<file path="src/rtl/ysyx_23060136_wbu_csr_ctrl_pkg.sv">
// ---------------------------------------------------------------------------
// ysyx_23060136_wbu_csr_ctrl_pkg
// Shared definitions for the WBU CSR sequencer: data/index widths, compacted
// CSR file indices, mstatus bit positions, request/FSM enums and the bundle
// of registered write/redirect outputs.
// ---------------------------------------------------------------------------
package ysyx_23060136_wbu_csr_ctrl_pkg;

    localparam int BITS_W = 64;
    localparam int CSR_W  = 3;

    // Compacted CSR file indices
    localparam logic [CSR_W-1:0] IDX_MSTATUS = 3'd0;
    localparam logic [CSR_W-1:0] IDX_MTVEC   = 3'd1;
    localparam logic [CSR_W-1:0] IDX_MEPC    = 3'd2;
    localparam logic [CSR_W-1:0] IDX_MCAUSE  = 3'd3;

    // mstatus bit positions
    localparam int MS_MIE    = 3;
    localparam int MS_MPIE   = 7;
    localparam int MS_MPP_LO = 11;
    localparam int MS_MPP_HI = 12;

    typedef enum logic [1:0] {
        REQ_CSRW  = 2'b00,
        REQ_ECALL = 2'b01,
        REQ_MRET  = 2'b10,
        REQ_RSVD  = 2'b11
    } req_type_e;

    typedef enum logic [2:0] {
        ST_IDLE,
        ST_CSRW,
        ST_RD_ST,
        ST_E_WR,
        ST_E_ST,
        ST_M_WR,
        ST_NOP
    } state_e;

    // Everything the controller drives from flops, grouped so the next-value
    // logic can clear it with a single default.
    typedef struct packed {
        logic              wr_en_1;
        logic [CSR_W-1:0]  wr_idx_1;
        logic [BITS_W-1:0] wr_data_1;
        logic              wr_en_2;
        logic [CSR_W-1:0]  wr_idx_2;
        logic [BITS_W-1:0] wr_data_2;
        logic              redirect_valid;
        logic [BITS_W-1:0] redirect_pc;
        logic              illegal;
    } ctrl_out_t;

endpackage

</file>
<file path="src/rtl/ysyx_23060136_wbu_mstatus_upd.sv">
// ---------------------------------------------------------------------------
// ysyx_23060136_wbu_mstatus_upd
// Combinational mstatus rewrite for trap entry (ECALL) and trap return (MRET)
// on an M-mode-only core. Bits other than MIE/MPIE/MPP pass through.
//   old_st  in  BITS_W  current mstatus
//   is_mret in  1       1: MRET rule, 0: ECALL rule
//   new_st  out BITS_W  mstatus to write back
// ---------------------------------------------------------------------------
module ysyx_23060136_wbu_mstatus_upd
    import ysyx_23060136_wbu_csr_ctrl_pkg::*;
(
    input  logic [BITS_W-1:0] old_st,
    input  logic              is_mret,
    output logic [BITS_W-1:0] new_st
);

    // NOTE: new_st is fully assigned before any conditional override, so no latch is inferred.
    always_comb begin
        new_st = old_st;
        // Only M-mode exists, so the previous privilege is always M.
        new_st[MS_MPP_HI:MS_MPP_LO] = 2'b11;
        if (is_mret) begin
            new_st[MS_MIE]  = old_st[MS_MPIE];
            new_st[MS_MPIE] = 1'b1;
        end else begin
            new_st[MS_MPIE] = old_st[MS_MIE];
            new_st[MS_MIE]  = 1'b0;
        end
    end

endmodule

</file>
<file path="src/rtl/ysyx_23060136_wbu_csr_ctrl.sv">
// ---------------------------------------------------------------------------
// ysyx_23060136_wbu_csr_ctrl
// WBU CSR sequencer. Turns retired CSR events (CSRW, ECALL, MRET) into ordered
// read/modify/write sequences on the CSR file and issues the trap redirect.
//   clk, rst           clock, synchronous active-high reset
//   req_valid/ready    event handshake (ready only in IDLE)
//   req_type/pc/csr_idx/wdata/cause  event payload, latched at accept
//   rd_idx / rd_data   CSR file read port (combinational data)
//   wr_en/idx/data_1   CSR write channel 1 (priority)
//   wr_en/idx/data_2   CSR write channel 2
//   redirect_valid/pc  one-cycle fetch redirect
//   illegal            one-cycle pulse for reserved req_type
// ---------------------------------------------------------------------------
module ysyx_23060136_wbu_csr_ctrl
    import ysyx_23060136_wbu_csr_ctrl_pkg::*;
(
    input  logic              clk,
    input  logic              rst,
    input  logic              req_valid,
    output logic              req_ready,
    input  logic [1:0]        req_type,
    input  logic [BITS_W-1:0] req_pc,
    input  logic [CSR_W-1:0]  req_csr_idx,
    input  logic [BITS_W-1:0] req_wdata,
    input  logic [BITS_W-1:0] req_cause,
    output logic [CSR_W-1:0]  rd_idx,
    input  logic [BITS_W-1:0] rd_data,
    output logic              wr_en_1,
    output logic [CSR_W-1:0]  wr_idx_1,
    output logic [BITS_W-1:0] wr_data_1,
    output logic              wr_en_2,
    output logic [CSR_W-1:0]  wr_idx_2,
    output logic [BITS_W-1:0] wr_data_2,
    output logic              redirect_valid,
    output logic [BITS_W-1:0] redirect_pc,
    output logic              illegal
);

    state_e            state, state_nxt;
    ctrl_out_t         out_q, out_nxt;
    logic              ready_q;
    logic              accept;

    req_type_e         type_q;
    logic [BITS_W-1:0] pc_q;
    logic [BITS_W-1:0] cause_q;
    logic [BITS_W-1:0] st_q;
    logic [BITS_W-1:0] st_new;

    assign accept = req_valid && ready_q && (state == ST_IDLE);

    ysyx_23060136_wbu_mstatus_upd u_mstatus_upd (
        .old_st  (st_q),
        .is_mret (type_q == REQ_MRET),
        .new_st  (st_new)
    );

    // Read-port schedule. IDLE already presents mstatus, so mstatus is
    // captured at accept; that frees RD_ST's slot for mepc on MRET, which
    // lets the MRET write and redirect leave in the cycle after RD_ST.
    always_comb begin
        rd_idx = IDX_MSTATUS;
        case (state)
            ST_RD_ST: rd_idx = (type_q == REQ_MRET) ? IDX_MEPC : IDX_MSTATUS;
            ST_E_WR:  rd_idx = IDX_MTVEC;
            default:  rd_idx = IDX_MSTATUS;
        endcase
    end

    // Next state and next registered outputs. Outputs are zero unless the
    // state being entered drives them.
    always_comb begin
        state_nxt = state;
        out_nxt   = '0;
        case (state)
            ST_IDLE: begin
                if (accept) begin
                    case (req_type_e'(req_type))
                        REQ_CSRW: begin
                            state_nxt         = ST_CSRW;
                            out_nxt.wr_en_1   = 1'b1;
                            out_nxt.wr_idx_1  = req_csr_idx;
                            out_nxt.wr_data_1 = req_wdata;
                        end
                        REQ_ECALL, REQ_MRET: state_nxt = ST_RD_ST;
                        default: begin
                            state_nxt       = ST_NOP;
                            out_nxt.illegal = 1'b1;
                        end
                    endcase
                end
            end
            ST_RD_ST: begin
                if (type_q == REQ_MRET) begin
                    // rd_data is mepc in this state.
                    state_nxt              = ST_M_WR;
                    out_nxt.wr_en_1        = 1'b1;
                    out_nxt.wr_idx_1       = IDX_MSTATUS;
                    out_nxt.wr_data_1      = st_new;
                    out_nxt.redirect_valid = 1'b1;
                    out_nxt.redirect_pc    = rd_data;
                end else begin
                    state_nxt         = ST_E_WR;
                    out_nxt.wr_en_1   = 1'b1;
                    out_nxt.wr_idx_1  = IDX_MEPC;
                    out_nxt.wr_data_1 = pc_q;
                    out_nxt.wr_en_2   = 1'b1;
                    out_nxt.wr_idx_2  = IDX_MCAUSE;
                    out_nxt.wr_data_2 = cause_q;
                end
            end
            ST_E_WR: begin
                // rd_data is mtvec; direct mode only, so drop the mode bits.
                state_nxt              = ST_E_ST;
                out_nxt.wr_en_1        = 1'b1;
                out_nxt.wr_idx_1       = IDX_MSTATUS;
                out_nxt.wr_data_1      = st_new;
                out_nxt.redirect_valid = 1'b1;
                out_nxt.redirect_pc    = rd_data & ~BITS_W'(3);
            end
            default: state_nxt = ST_IDLE;
        endcase
    end

    // NOTE: state and output flops use non-blocking assignments so every flop samples pre-edge values.
    always_ff @(posedge clk) begin
        if (rst) begin
            state   <= ST_IDLE;
            out_q   <= '0;
            ready_q <= 1'b0;
        end else begin
            state   <= state_nxt;
            out_q   <= out_nxt;
            ready_q <= (state_nxt == ST_IDLE);
        end
    end

    // NOTE: payload registers carry no reset; they are only read in states reached after an accept loads them.
    always_ff @(posedge clk) begin
        if (accept) begin
            type_q  <= req_type_e'(req_type);
            pc_q    <= req_pc;
            cause_q <= req_cause;
            st_q    <= rd_data;
        end
    end

    assign req_ready      = ready_q;
    assign wr_en_1        = out_q.wr_en_1;
    assign wr_idx_1       = out_q.wr_idx_1;
    assign wr_data_1      = out_q.wr_data_1;
    assign wr_en_2        = out_q.wr_en_2;
    assign wr_idx_2       = out_q.wr_idx_2;
    assign wr_data_2      = out_q.wr_data_2;
    assign redirect_valid = out_q.redirect_valid;
    assign redirect_pc    = out_q.redirect_pc;
    assign illegal        = out_q.illegal;

endmodule

</file>
<file path="config.mk">
export PLATFORM = sky130hd
export DESIGN_NAME = ysyx_23060136_wbu_csr_ctrl
export DESIGN_NICKNAME = d
export VERILOG_FILES = /design/src/rtl/ysyx_23060136_wbu_csr_ctrl_pkg.sv /design/src/rtl/ysyx_23060136_wbu_mstatus_upd.sv /design/src/rtl/ysyx_23060136_wbu_csr_ctrl.sv
export SDC_FILE = /design/constraint.sdc
export NUM_CORES = 1
export LEC_CHECK = 0
export ABC_CLOCK_PERIOD_IN_PS = 17100
export CORE_AREA = 5 5 179 181
export CTS_BUF_LIST = sky130_fd_sc_hd__clkbuf_2 sky130_fd_sc_hd__clkbuf_4 sky130_fd_sc_hd__clkbuf_8
export DETAILED_ROUTE_END_ITERATION = 10
export DIE_AREA = 0 0 184 186
export PLACE_DENSITY = 0.79
export SLEW_MARGIN = 20
export SYNTH_ARGS = -nofsm -noshare
export SYNTH_HDL_FRONTEND = slang
export SYNTH_HIERARCHICAL = 1
export SYNTH_SLANG_ARGS = --single-unit
</file>
<file path="constraint.sdc">
create_clock -name clk -period 17.1 [get_ports clk]
set_input_delay 1.71 -clock clk [delete_from_list [all_inputs] [get_ports clk]]
set_output_delay 1.71 -clock clk [all_outputs]
set_load 0.005 [all_outputs]
</file>
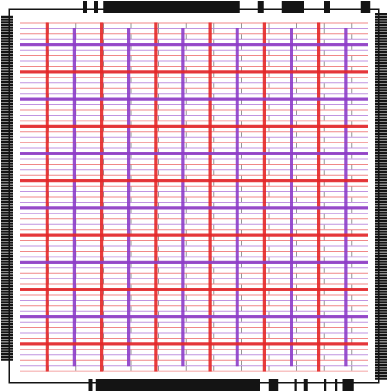
(floorplan with the power grid)
Drawn at 2 px/um. Pins as bars on the die edge. Tap cells in grey.
Key: red = VSS; purple = VDD
470 signal pins sit on the boundary. 12 straps on met5.
VDD IR max: 0.0000899 V
Core Region: 30300 sq um

==> CHANGELOG.md <==
## Flow update

- RSZ-0062 raised after global routing: no
- Synthesized area: about 13000 sq um
- Int Power: 1610 uW
- Registers: about 400
- Period Utilization, post-route: 27.9%
- Setup crit end: pc_q[11]
- Hold path cells: 1
- Logic share of the area: 13.6%
- Critical path buffers and inverters: 3
- Final Cell Area: 19100 sq um
- ANT nets after route: 0
- Power Total: 2080 uW
- Largest class: registers
- Via density: 5.11
- Top Layer Used: met5
- FF-to-FF Start: state[1]
- First-pass GRT wire length: 58.0 mm
- Outcome: completed
- Post-CTS Hold Fix Bufs: 0
- WP depth: 5
- I/O Buffers: 467
- Power Density: 109 nW/um^2
- Worst slack, placed: 11.70 ns
- Vias: 9286
- I/O pins: 470
- Root Buffer: clkbuf_8
- Largest net degree at the start of global routing: 73
- M2 GR Usage: 38.7%
- Die width: 184 um
- Slew @ Worst Pin: between 1 and 1.5 ns
- Worst path top cell family by delay: buffers and inverters
- Inverter count: 4
- Crit path cell chain: clkdlybuf4s50_1 > and3b_2 > buf_4 > and2_4 > buf_4
- N_taps: 396
- Psw: 469 uW
- Clk_lat worst skew: 0.56 ns
- Final net count: 1632
- Worst-path clk slew: about 0.060 ns
- Slowest Stage Delay on Critical Path: 0.90 ns
- Worst R2R End: pc_q[11]
- Final core occ: 63.2%
- M1 GR Usage: between 20% and 30%
- Most frequent cells in the layout: 467 x clkdlybuf4s50_1, 202 x dfxtp_1, 192 x edfxtp_1, 129 x nand3_1, 126 x and2_1
- Gr usage total: roughly 22%
- Share of cells above drive strength 1: 10.2%
- DRC violations left: 0
- Initial antenna violation count: 3
- # setup viols final: 0
- Inserted Clock Buffers: between 60 and 70
- # rows: ~64
- Drt total wl: 40.6 mm
- DP HPWL: 27.3 mm
- Dpl cell area: 17700 sq um
- Die area: roughly 34000 sq um
- Max-slew headroom: 31.0%
- Sequential standard cell area: 9830 sq um
- Logic pwr share: a little under 8%
- CP startpoint kind: primary input
- Req. time, crit path: approximately 17 ns
- Total negative slack: 0 ns
- Syn Area/Cell: 13.8 sq um
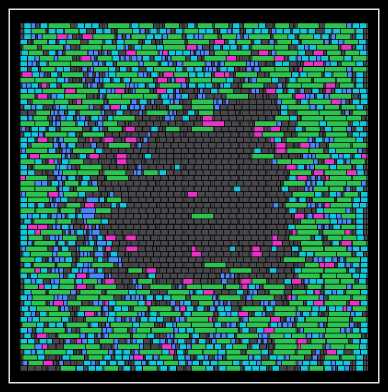
(placed cells, one colour a class)
Drawn at 2 px/um. Fill, decap, tap and diode cells in grey.
Key: blue = remaining logic cells [cells 424]; cyan = remaining buffers and delay cells [cells 481]; green = sequential cells [cells 395]; magenta = clock drivers and dummy loads [cells 120]

No activity file was given, so power comes from the tool's default toggle rates.
